--- src/rtl/spi_slave_regfile_if.sv ---
// spi_slave_regfile_if: SPI pins and fabric-side register file view of the SPI responder
interface spi_slave_regfile_if #(
    parameter int NUM_REGS = 8
);
    logic                    spi_sclk;
    logic                    spi_ss_n;
    logic                    spi_mosi;
    logic                    spi_miso;
    logic                    spi_miso_oe;
    logic [8*NUM_REGS-1:0]   regs_out;
    logic                    wr_stb;
    logic [6:0]              wr_addr;
    logic [7:0]              wr_data;
    logic                    busy;
    logic                    frame_err;

    modport slave (
        input  spi_sclk, spi_ss_n, spi_mosi,
        output spi_miso, spi_miso_oe, regs_out, wr_stb, wr_addr, wr_data, busy, frame_err
    );

    modport master (
        output spi_sclk, spi_ss_n, spi_mosi,
        input  spi_miso, spi_miso_oe, regs_out, wr_stb, wr_addr, wr_data, busy, frame_err
    );
endinterface

--- src/rtl/spi_slave_regfile.sv ---
// spi_slave_regfile: oversampled mode-0 SPI responder exposing a byte-wide register file
module spi_slave_regfile #(
    parameter int         NUM_REGS    = 8,
    parameter logic [7:0] ID_VALUE    = 8'h5A,
    parameter int         SYNC_STAGES = 2
) (
    input logic                clk,
    input logic                rst,
    spi_slave_regfile_if.slave bus
);
    typedef enum logic [1:0] {IDLE, CMD, DATA, ABORT} state_t;

    localparam int         AW     = $clog2(NUM_REGS);
    localparam logic [7:0] NR     = 8'(NUM_REGS);
    localparam logic [2:0] SETTLE = 3'(SYNC_STAGES + 1);

    state_t                 state, state_nxt;
    logic [SYNC_STAGES:0]   sclk_p, ss_p;
    logic [SYNC_STAGES-1:0] mosi_p;
    logic                   sclk_rise, sclk_fall, ss_rise, ss_fall, ss_s, mosi_s;
    logic [2:0]             bit_cnt, settle;
    logic [6:0]             rx_shift, addr, rd_sel;
    logic [7:0]             tx_shift, rx_byte, rd_byte;
    logic                   is_wr, start, cmd_done, data_done, err, byte_done, active, wr_ok;
    logic [7:0]             regs [NUM_REGS];

    assign sclk_rise = sclk_p[SYNC_STAGES-1] & ~sclk_p[SYNC_STAGES];
    assign sclk_fall = ~sclk_p[SYNC_STAGES-1] & sclk_p[SYNC_STAGES];
    assign ss_s      = ss_p[SYNC_STAGES-1];
    assign ss_rise   = ss_s & ~ss_p[SYNC_STAGES];
    assign ss_fall   = ~ss_s & ss_p[SYNC_STAGES];
    assign mosi_s    = mosi_p[SYNC_STAGES-1];
    assign byte_done = sclk_rise & (bit_cnt == 3'd7);
    assign rx_byte   = {rx_shift, mosi_s};
    assign active    = (state == CMD) || (state == DATA);
    // The command byte supplies the first read address; later prefetches use the running address
    assign rd_sel    = (state == CMD) ? rx_byte[6:0] : addr;
    assign rd_byte   = ({1'b0, rd_sel} < NR) ? regs[rd_sel[AW-1:0]] : 8'h00;
    assign wr_ok     = (addr != 7'd0) && ({1'b0, addr} < NR);

    assign bus.spi_miso    = tx_shift[7];
    assign bus.spi_miso_oe = active;
    assign bus.busy        = state != IDLE;

    for (genvar g = 0; g < NUM_REGS; g++) begin : g_out
        assign bus.regs_out[8*g +: 8] = regs[g];
    end

    // Synchronize the SPI pins and keep a post-reset window in which a low SS_N means a frame was cut
    always_ff @(posedge clk or posedge rst) begin
        if (rst) begin
            sclk_p <= '0;
            ss_p   <= '1;
            mosi_p <= '0;
            settle <= SETTLE;
        end else begin
            sclk_p <= {sclk_p[SYNC_STAGES-1:0], bus.spi_sclk};
            ss_p   <= {ss_p[SYNC_STAGES-1:0], bus.spi_ss_n};
            mosi_p <= {mosi_p[SYNC_STAGES-2:0], bus.spi_mosi};
            if (settle != 3'd0) settle <= settle - 3'd1;
        end
    end

    // State register
    always_ff @(posedge clk or posedge rst) begin
        if (rst) state <= IDLE;
        else     state <= state_nxt;
    end

    // Next state and per-cycle control strobes; a byte completing with SS_N rising is committed, not flagged
    always_comb begin
        state_nxt = state;
        start     = 1'b0;
        cmd_done  = 1'b0;
        data_done = 1'b0;
        err       = 1'b0;
        case (state)
            IDLE: begin
                if (ss_fall) state_nxt = (settle != 3'd0) ? ABORT : CMD;
                start = ss_fall && (settle == 3'd0);
            end
            CMD, DATA: begin
                cmd_done  = byte_done && (state == CMD);
                data_done = byte_done && (state == DATA);
                if (byte_done) state_nxt = DATA;
                if (ss_rise) state_nxt = IDLE;
                err = ss_rise && !byte_done && (bit_cnt != 3'd0);
            end
            default: if (ss_s) state_nxt = IDLE;
        endcase
    end

    // Shift registers, address pointer, register file and fabric-side write reporting
    always_ff @(posedge clk or posedge rst) begin
        if (rst) begin
            bit_cnt       <= '0;
            rx_shift      <= '0;
            tx_shift      <= '0;
            addr          <= '0;
            is_wr         <= 1'b0;
            bus.wr_stb    <= 1'b0;
            bus.wr_addr   <= '0;
            bus.wr_data   <= '0;
            bus.frame_err <= 1'b0;
            for (int i = 0; i < NUM_REGS; i++) regs[i] <= (i == 0) ? ID_VALUE : 8'h00;
        end else begin
            bus.wr_stb    <= 1'b0;
            bus.frame_err <= err;
            if (sclk_rise) begin
                bit_cnt  <= bit_cnt + 3'd1;
                rx_shift <= rx_byte[6:0];
            end
            if (active && sclk_fall && bit_cnt != 3'd0) tx_shift <= {tx_shift[6:0], 1'b0};
            if (start) begin
                bit_cnt  <= '0;
                tx_shift <= '0;
            end
            if (cmd_done) begin
                is_wr <= rx_byte[7];
                addr  <= rx_byte[6:0] + {6'd0, ~rx_byte[7]};
                if (!rx_byte[7]) tx_shift <= rd_byte;
            end
            if (data_done) begin
                addr <= addr + 7'd1;
                if (!is_wr) begin
                    tx_shift <= rd_byte;
                end else if (wr_ok) begin
                    regs[addr[AW-1:0]] <= rx_byte;
                    bus.wr_stb         <= 1'b1;
                    bus.wr_addr        <= addr;
                    bus.wr_data        <= rx_byte;
                end
            end
        end
    end
endmodule

--- src/flat_wrapper.sv ---
// flat-port wrapper written by rule: the top's interface ports become plain ports
module spi_slave_regfile_flat 
#(
    parameter int         NUM_REGS    = 8,
    parameter logic [7:0] ID_VALUE    = 8'h5A,
    parameter int         SYNC_STAGES = 2
)
  (clk, rst, bus_spi_sclk, bus_spi_ss_n, bus_spi_mosi, bus_spi_miso, bus_spi_miso_oe, bus_regs_out, bus_wr_stb, bus_wr_addr, bus_wr_data, bus_busy, bus_frame_err);
  spi_slave_regfile_if #(.NUM_REGS(NUM_REGS)) bus_i ();
  input logic clk;
  input logic rst;
  input wire logic [$bits(bus_i.spi_sclk)-1:0] bus_spi_sclk;
  input wire logic [$bits(bus_i.spi_ss_n)-1:0] bus_spi_ss_n;
  input wire logic [$bits(bus_i.spi_mosi)-1:0] bus_spi_mosi;
  output wire logic [$bits(bus_i.spi_miso)-1:0] bus_spi_miso;
  output wire logic [$bits(bus_i.spi_miso_oe)-1:0] bus_spi_miso_oe;
  output wire logic [$bits(bus_i.regs_out)-1:0] bus_regs_out;
  output wire logic [$bits(bus_i.wr_stb)-1:0] bus_wr_stb;
  output wire logic [$bits(bus_i.wr_addr)-1:0] bus_wr_addr;
  output wire logic [$bits(bus_i.wr_data)-1:0] bus_wr_data;
  output wire logic [$bits(bus_i.busy)-1:0] bus_busy;
  output wire logic [$bits(bus_i.frame_err)-1:0] bus_frame_err;
  assign bus_i.spi_sclk = bus_spi_sclk;
  assign bus_i.spi_ss_n = bus_spi_ss_n;
  assign bus_i.spi_mosi = bus_spi_mosi;
  assign bus_spi_miso = bus_i.spi_miso;
  assign bus_spi_miso_oe = bus_i.spi_miso_oe;
  assign bus_regs_out = bus_i.regs_out;
  assign bus_wr_stb = bus_i.wr_stb;
  assign bus_wr_addr = bus_i.wr_addr;
  assign bus_wr_data = bus_i.wr_data;
  assign bus_busy = bus_i.busy;
  assign bus_frame_err = bus_i.frame_err;
  spi_slave_regfile #(.NUM_REGS(NUM_REGS), .ID_VALUE(ID_VALUE), .SYNC_STAGES(SYNC_STAGES)) u_core (.clk(clk), .rst(rst), .bus(bus_i));
endmodule
--- config.mk ---
export PLATFORM = sky130hd
export DESIGN_NAME = spi_slave_regfile_flat
export DESIGN_NICKNAME = d
export VERILOG_FILES = /design/src/rtl/spi_slave_regfile_if.sv /design/src/rtl/spi_slave_regfile.sv /design/src/flat_wrapper.sv
export SDC_FILE = /design/constraint.sdc
export NUM_CORES = 1
export LEC_CHECK = 0
export CAP_MARGIN = 20
export CORE_MARGIN = 2
export CORE_UTILIZATION = 54
export CTS_CLUSTER_DIAMETER = 150
export DETAILED_ROUTE_END_ITERATION = 10
export PLACE_DENSITY = 0.9
export SLEW_MARGIN = 20
export SYNTH_ARGS = -nofsm -noshare
export SYNTH_HDL_FRONTEND = slang
export SYNTH_SLANG_ARGS = --single-unit
--- constraint.sdc ---
create_clock -name clk -period 5.9 [get_ports clk]
set_clock_uncertainty 0.2 [all_clocks]
set_input_delay 1.18 -clock clk [delete_from_list [all_inputs] [get_ports clk]]
set_output_delay 1.18 -clock clk [all_outputs]
set_load 0.01 [all_outputs]
==> flow_summary.ini <==
; physical design summary
[worst_setup_path]
critPathCapture = u_core.bus.regs_out[20]
arrival_ns = 4.15
rr_startpoint = u_core.addr[1]
cp-startpoint = u_core.addr[1]
critPathKind = flip-flop to flip-flop
worstPathRequired_ns = 6.11
r2r-end = u_core.bus.regs_out[20]
worst_r2r_path_depth = 7
r2r_slack_ns = 1.96
critPathCaptureType = flip-flop

[status]
outcome = complete, no violations

[synth]
most_common_cell = dfrtp_1
synth-main-ff-cell = dfrtp_1
postSynthCellCount = 482
post_synth.cell_area_avg_sq_um = 12.0
floorplan.nets = 501
synthArstFlopShare_pct = 100
top_cells_by_count = dfrtp_1, mux2_2, nand2_1
topCellsByArea = dfrtp_1, mux2_2, dfstp_2

[route]
drt_iter0_drc = 305
route.detailed.drc = 0
ant_nets = 0

[clocking]
root_buffer = clkbuf_8
clockBufferDepth = 2
cts_buffers = 17
ctsHoldBuffers = 0
cts_tree = built
clk_pin_slew_ns = 0.06
clock-sinks = 120

[finish]
final_net_count = 586
fillCellCount = 679
nClkBuffers = 19
seqCellArea_sq_um = 3010
largest_class = flip-flops and latches
nNonClkBuffers = 93
syn_to_final_growth_pct = 27.6
seq_share_pct = 40.8

[power_and_ir_drop]
leakagePower_uw = 0.00335
powerDensity_nw_per_um2 = 330
max-vdd-ir-drop_v = 0.000333
finalPower_uw = 2430

[min_path]
min_from = u_core.mosi_p[0]
holdPathEnd = u_core.mosi_p[1]
hp-class = flip-flop to flip-flop

[placed_design]
io_buffer_count = 88

[floorplanning]
tap_cells = 136
ios = 89
initial_core_util_pct = 55.8

[global_routing]
grt_max_degree = 85

[sta]
slew_viol_final = 0
fin_crit_ns = 3.94
period_used_pct = 66.7
max_freq_ghz = 0.254

[run]
maxCapViolCount = 0
==> worst max-delay path: stages, from the launching register on <==
cell       delay, ns
dfrtp_1         0.76
clkinv_1        0.46
ha_1            0.35
a2111oi_4       0.77
buf_4           0.35
nand2_4         0.12
nor3_4          0.40
mux2_2          0.40
==> layer usage <==
metal  vias to the layer above  part of all wire (%)  track usage, %
met1                      2137                    39            35.4
met5                         -                     0               0
li1                       1881                     -               -
met2                       206                    50            45.1
met4                         0                   2.6            10.7
met3                        42                   8.1            5.69
==> cells by family (layout without fill, tap and decap cells) <==
group	Yosys count	after routing	share of synthesized area, %
buffers and inverters	48	146	3.42
adders and majority gates	14	14	3.03
muxes	101	101	20.8
DFF	120	120	52.1
xor gates and xnor gates	7	7	1.06
and+or+nand+nor	126	126	11.9
AOI/OAI and AO/OA	66	66	7.74
==> stage by stage <==
step           setup slack, ns  hold slack [ns]
2_1_floorplan             1.35            0.131
3_5_place_dp              2.02            0.136
4_1_cts                   2.00            0.149
5_1_grt                   1.79            0.153
6_report                  1.96            0.148
3_3_place_gp              2.23            0.135
==> flip-flops by register name (all words and copies together), names as in the netlist, 3 cells and up <==
| name | count |
|---|---|
| u_core.rx_shift | 7 |
| u_core.bit_cnt | 3 |
| u_core.sclk_p | 3 |
| u_core.ss_p | 3 |
| u_core.settle | 3 |
| u_core.bus.regs_out | 64 |
| u_core.addr | 7 |
| u_core.bus.wr_data | 8 |
| u_core.tx_shift | 8 |
| u_core.bus.wr_addr | 7 |
==> where the power goes <==
group	internal [uW]	switching, uW	total, uW
Sequential	858	82.2	940
Combinational	191	240	431
Clock	670	392	1060
**Clock distribution**

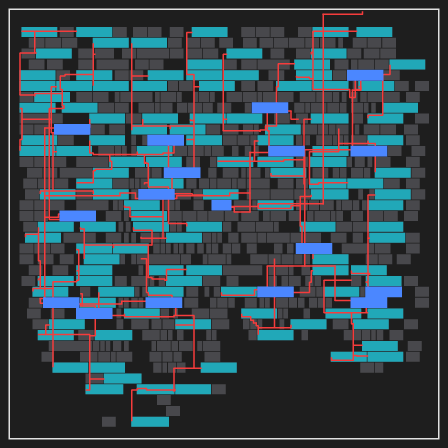
clock wires -> red  # length 1520 um
clock drivers -> blue  # count 17
flip-flops -> cyan  # count 120
routed clock nets = 18

**Sizing map**

The bar under the picture is 20 um long.
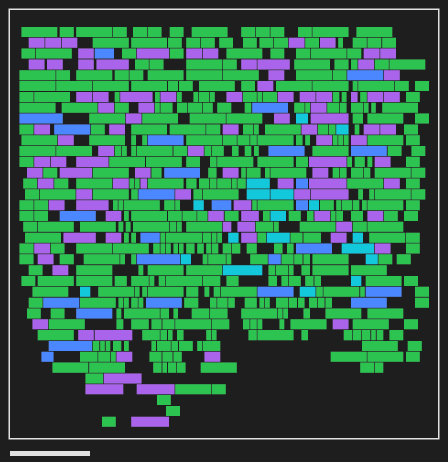
_6 and larger -> blue  # cells 26, share 4.5%
_0 and _1 cells -> green  # cells 438, share 76%
_2 cells -> purple  # cells 98, share 17%
_3 and _4 cells -> cyan  # cells 18, share 3.1%
Final Cell Area: 7380 sq um
setup ws final: 1.96 ns

Power figures rest on the tool's default switching activity, not on a simulated workload.
